**Run 1: metal 3**

Scale bar: 50 um.
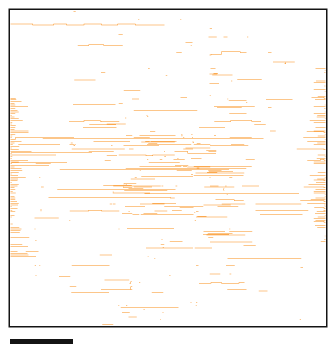
**Run 1: clock wiring as the flow saved it**

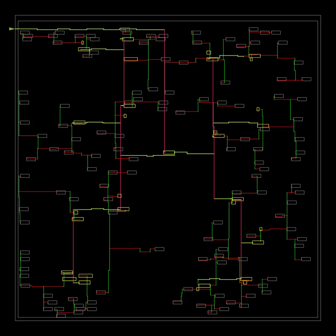
**Run 1: signal wires on met1**

Scale bar: 50 um. Cells faint in the background.
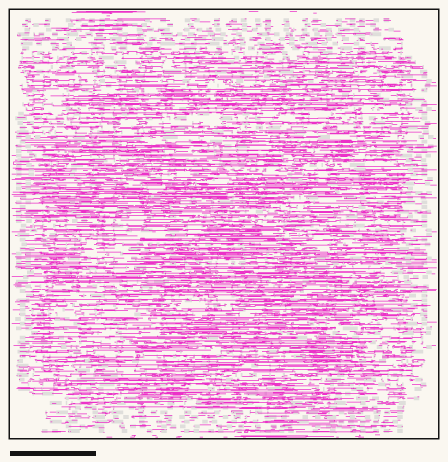
$ cat src/rtl/adder128_fault_inject.sv
// adder128_fault_inject
// 128-bit unsigned ripple-carry adder with a registered sum and carry-out.
// Every internal node (generate, propagate, carry-out, sum of each bit) can be
// replaced by a stuck-at constant selected through fault_id. The adder is the
// device under study in fault-sensitivity ranking runs.
//
// fault_id encoding (id in 1..8*WIDTH, otherwise no fault):
//   k     = id - 1
//   stuck = k[0]            value forced onto the node
//   kind  = k[2:1]          0 = g_i, 1 = p_i, 2 = c_{i+1}, 3 = s_i
//   bit   = k[BIT_W+2:3]    bit position i
module adder128_fault_inject #(
  parameter int WIDTH = 128,
  parameter int FID_W = 11
) (
  input  logic             clk,
  input  logic             rst,
  input  logic             in_valid,
  input  logic [WIDTH-1:0] a,
  input  logic [WIDTH-1:0] b,
  input  logic [FID_W-1:0] fault_id,
  output logic             out_valid,
  output logic [WIDTH-1:0] f,
  output logic             c_out
);

  localparam int BIT_W = $clog2(WIDTH);
  localparam int NUM_FAULTS = 8 * WIDTH;

  localparam logic [1:0] KIND_G = 2'd0;
  localparam logic [1:0] KIND_P = 2'd1;
  localparam logic [1:0] KIND_C = 2'd2;
  localparam logic [1:0] KIND_S = 2'd3;

  logic [FID_W-1:0] fault_index;
  logic             fault_active;
  logic             stuck;
  logic [1:0]       fault_kind;
  logic [BIT_W-1:0] fault_bit;
  logic [WIDTH-1:0] bit_onehot;

  logic [WIDTH-1:0] mask_g;
  logic [WIDTH-1:0] mask_p;
  logic [WIDTH-1:0] mask_c;
  logic [WIDTH-1:0] mask_s;

  logic [WIDTH-1:0] sum_next;
  logic             carry_next;
  logic             carry;
  logic             g_bit;
  logic             p_bit;
  logic             c_bit;
  logic             s_bit;

  // The top bits of the decoded index are only relevant to the range check.
  logic unused_index_bits;

  // Decode fault_id into a single node selection; out-of-range ids leave
  // every mask clear so the adder runs fault-free.
  always_comb begin
    fault_index  = fault_id - {{(FID_W-1){1'b0}}, 1'b1};
    fault_active = (fault_id != '0) && (fault_id <= FID_W'(NUM_FAULTS));
    stuck        = fault_index[0];
    fault_kind   = fault_index[2:1];
    fault_bit    = fault_index[BIT_W+2:3];
    bit_onehot   = {{(WIDTH-1){1'b0}}, 1'b1} << fault_bit;

    mask_g = '0;
    mask_p = '0;
    mask_c = '0;
    mask_s = '0;
    if (fault_active) begin
      case (fault_kind)
        KIND_G:  mask_g = bit_onehot;
        KIND_P:  mask_p = bit_onehot;
        KIND_C:  mask_c = bit_onehot;
        KIND_S:  mask_s = bit_onehot;
        default: mask_g = '0;
      endcase
    end
  end

  assign unused_index_bits = &{1'b0, fault_index[FID_W-1:BIT_W+3]};

  // Ripple the carry from bit 0 upward; each node is overridden at its own
  // driver, so a forced value is what every downstream gate consumes.
  always_comb begin
    sum_next   = '0;
    carry      = 1'b0;
    g_bit      = 1'b0;
    p_bit      = 1'b0;
    c_bit      = 1'b0;
    s_bit      = 1'b0;
    for (int i = 0; i < WIDTH; i++) begin
      g_bit       = mask_g[i] ? stuck : (a[i] & b[i]);
      p_bit       = mask_p[i] ? stuck : (a[i] ^ b[i]);
      c_bit       = mask_c[i] ? stuck : (g_bit | (p_bit & carry));
      s_bit       = mask_s[i] ? stuck : (p_bit ^ carry);
      sum_next[i] = s_bit;
      carry       = c_bit;
    end
    carry_next = carry;
  end

  // Capture the sum every cycle; out_valid marks which captures carry real
  // operands, and reset discards whatever was in flight.
  always_ff @(posedge clk) begin
    if (rst) begin
      out_valid <= 1'b0;
      f         <= '0;
      c_out     <= 1'b0;
    end else begin
      out_valid <= in_valid;
      f         <= sum_next;
      c_out     <= carry_next;
    end
  end

endmodule

$ cat config.mk
export PLATFORM = sky130hd
export DESIGN_NAME = adder128_fault_inject
export DESIGN_NICKNAME = d
export VERILOG_FILES = /design/src/rtl/adder128_fault_inject.sv
export SDC_FILE = /design/constraint.sdc
export NUM_CORES = 1
export LEC_CHECK = 0
export ABC_AREA = 1
export CELL_PAD_IN_SITES_DETAIL_PLACEMENT = 2
export CELL_PAD_IN_SITES_GLOBAL_PLACEMENT = 2
export CORE_MARGIN = 2
export CORE_UTILIZATION = 28
export CTS_BUF_LIST = sky130_fd_sc_hd__clkbuf_8 sky130_fd_sc_hd__clkbuf_16
export DETAILED_ROUTE_END_ITERATION = 10
export HOLD_SLACK_MARGIN = 0.08
export PLACE_DENSITY_LB_ADDON = 0.1
export SYNTH_ARGS = -nofsm -noshare
export SYNTH_HDL_FRONTEND = slang
export SYNTH_SLANG_ARGS = --single-unit
$ cat constraint.sdc
create_clock -name clk -period 228.3 [get_ports clk]
set_clock_uncertainty 0.05 [all_clocks]
set_input_delay 22.83 -clock clk [delete_from_list [all_inputs] [get_ports clk]]
set_output_delay 22.83 -clock clk [all_outputs]
set_load 0.005 [all_outputs]
==> flow_metrics.env, run 1 <==
# physical design summary
export IMPL_synth_logic_top_family="simple AND/OR/NAND/NOR gates"
export IMPL_drc_errors=0
export IMPL_grt_pass1_vias=22800
export IMPL_met3_length_um=4730
export IMPL_cts_tree="yes"
export IMPL_cts_resized=0
export IMPL_synthesis_nets=3386
export IMPL_ys_sh_adder_pct=19.0
export IMPL_clock_path_buffers=2
export IMPL_post_cts_setup_buffer_count=0
export IMPL_synth_area_mm2=0.0169
export IMPL_top_cells_by_area="ha_1, nand2_1, dfxtp_1, nor2_1, nand3_1"
export IMPL_aoi_share_pct=9.83
export IMPL_regMostFlops="f"
export IMPL_crit_top_cell="nand2_1"
export IMPL_powerComb_uw=47.0
export IMPL_ys_sh_mux_pct=0
export IMPL_inverters_excl_clock=242
export IMPL_cts_htree_levels=4
export IMPL_maxUsedRoutingLayer="met4"
export IMPL_cts_hold_fix_buffers=0
export IMPL_wl_met2_um=46100
export IMPL_synth_largest_area_cell="ha_1"
export IMPL_wl_per_cell_um=24.5
export IMPL_finalHoldViolations=0
export IMPL_rsz0062_at_grt="false"
export IMPL_ys_area_mm2=0.0169
export IMPL_synth_cell_type_count=31
export IMPL_hold_depth=4
export IMPL_ir_worst_vdd_mv=0.00612
export IMPL_cp_end_kind="register"
export IMPL_clk_share_pct=2.70
export IMPL_slew_viol_final=0
export IMPL_crit_buf_inv=110
export IMPL_switching_share_pct=40.0
export IMPL_largestPowerGroup="combinational cells"
export IMPL_antenna_found_initial=3
export IMPL_largest_reg_flops=128
export IMPL_worstMarginPinSlew_ns=1.06
export IMPL_drtIter0Drc=1198
export IMPL_dr_pass1_iters=5
export IMPL_status="complete, no violations"
export IMPL_synth_main_ff_cell="dfxtp_1"
export IMPL_clockRootBuffer="clkbuf_16"
export IMPL_yosys_area_share_simple_pct=45.2
export IMPL_grt_util_all_layers_pct=30.6
export IMPL_slew_headroom_pct=29.0
export IMPL_nNetsFinal=3658
export IMPL_fp_utilization_pct=28.5
export IMPL_hold_class="input pin to register"
export IMPL_cp_arrival_ns=104.33
-- 'metal 3' (at the start) --
- nets with wire on the layer: 287
- wire length on this layer: 4730 um
- longest straight run: 174 um
DR vias: 21200
Post-Route WL: 96000 um
GR met3 Demand/Resource: 4.97%

-- 'clock wiring as the flow saved it' (at the start) --
clk pwr: 30.8 uW
number of buffers created by CTS: 17
flip-flops: 130
clk_buf instances: 17

-- 'signal wires on met1' (at the start) --
- wire length on this layer: 41.5 mm
- nets with wire on the layer: 3389
- share of all routed wire: 43%
- main direction: horizontal

**Run 1: the metal 2 layer**

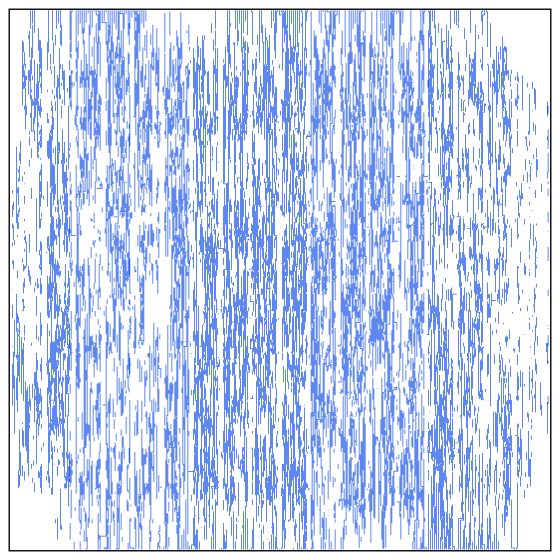

==> run 2: changes to the inputs <==
CORE_UTILIZATION = 26   (was 28)
clock period = 103.6 ns   (was 228.3 ns; I/O delays follow)
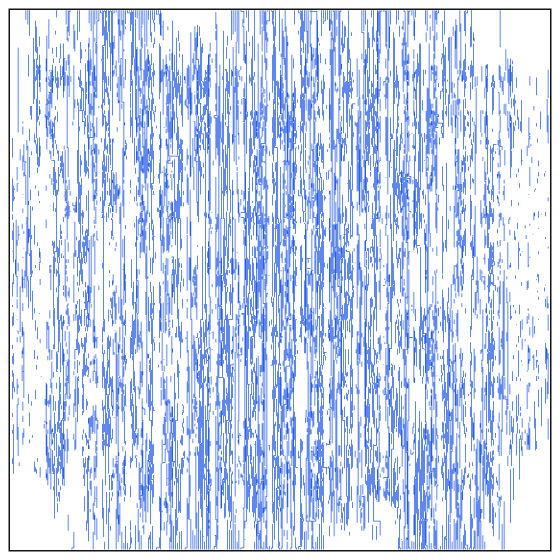
**Above:** run 2 (the metal 2 layer).
- longest straight run: 130 um
- nets with wire on the layer: 3219
- share of all routed wire: 48%
- main direction: vertical
met2 global-route usage: 47.9%
Post-Route WL: 94800 um
DR vias: 20900

==> run 2 against run 1 <==
  * Sequential cell count unchanged
  * Die size increased by 7.6%
  * Clock power increased by 120%
  * Highest routed layer is now met5
  * Core utilization decreased by 2.8 points
  * Largest cell class unchanged
  * Sequential share of layout area decreased by 0.061 points
  * Via count decreased by 1.4%
  * Power increased by 120%
==> flow_metrics.env, run 2 <==
# physical design summary
export IMPL_status="complete, no violations"
export IMPL_largestPowerGroup="combinational cells"
export IMPL_ys_area_mm2=0.0169
export IMPL_powerComb_uw=102
export IMPL_hold_class="input pin to register"
export IMPL_cts_buffers=17
export IMPL_dr_pass1_iters=5
export IMPL_ys_sh_adder_pct=19.0
export IMPL_switching_share_pct=39.5
export IMPL_worstMarginPinSlew_ns=1.02
export IMPL_crit_buf_inv=110
export IMPL_antenna_found_initial=6
export IMPL_finalHoldViolations=0
export IMPL_synth_area_per_cell_um2=5.90
export IMPL_switching_power_uw=91.0
export IMPL_inverters_excl_clock=242
export IMPL_flop_area_mm2=0.00260
export IMPL_cts_resized=0
export IMPL_grt_util_all_layers_pct=28.1
export IMPL_synth_edff_count=0
export IMPL_slew_viol_final=0
export IMPL_design_seq_count=130
export IMPL_whs_ns=10.31
export IMPL_largest_reg_flops=128
export IMPL_cp_arrival_ns=92.31
export IMPL_clk_share_pct=2.74
export IMPL_synthesis_nets=3386
export IMPL_regMostFlops="f"
export IMPL_synth_logic_top_family="simple AND/OR/NAND/NOR gates"
export IMPL_clock_path_buffers=2
export IMPL_yosys_area_share_simple_pct=45.2
export IMPL_nNetsFinal=3658
export IMPL_post_cts_setup_buffer_count=0
export IMPL_hold_depth=4
export IMPL_core_area_mm2=0.0643
export IMPL_finalSetupViolCount=0
export IMPL_wl_met2_um=45200
export IMPL_synth_largest_area_cell="ha_1"
export IMPL_grtUsageMet3_pct=3.37
export IMPL_drtIter0Drc=1127
export IMPL_grt_pass1_vias=22600
export IMPL_top_cells_by_area="ha_1, nand2_1, dfxtp_1, nor2_1, nand3_1"
export IMPL_aoi_share_pct=9.83
export IMPL_fin_crit_sh_pct=88.8
export IMPL_fp_utilization_pct=26.2
export IMPL_log_warning_count=30
export IMPL_cts_htree_levels=4
export IMPL_cts_hold_fix_buffers=0
export IMPL_top_regs="f x128, c_out x1, out_valid x1"
export IMPL_ys_sh_mux_pct=0
export IMPL_ir_worst_vdd_mv=0.0135
export IMPL_rsz0062_at_grt="false"
export IMPL_met3_length_um=3570
export IMPL_maxUsedRoutingLayer="met5"
export IMPL_cp_end_kind="register"
export IMPL_cts_tree="yes"
export IMPL_wl_per_cell_um=23.7
export IMPL_slew_headroom_pct=31.6
export IMPL_drc_errors=0
export IMPL_startpoint="fault_id[1]"
export IMPL_clockRootBuffer="clkbuf_16"
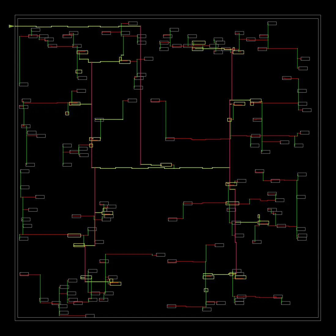
**Above:** run 2 (clock wiring as the flow saved it).
CTS Sinks: 130
clk_buf instances: 18
clk pwr: 68.4 uW

No activity file was given, so power comes from the tool's default toggle rates.
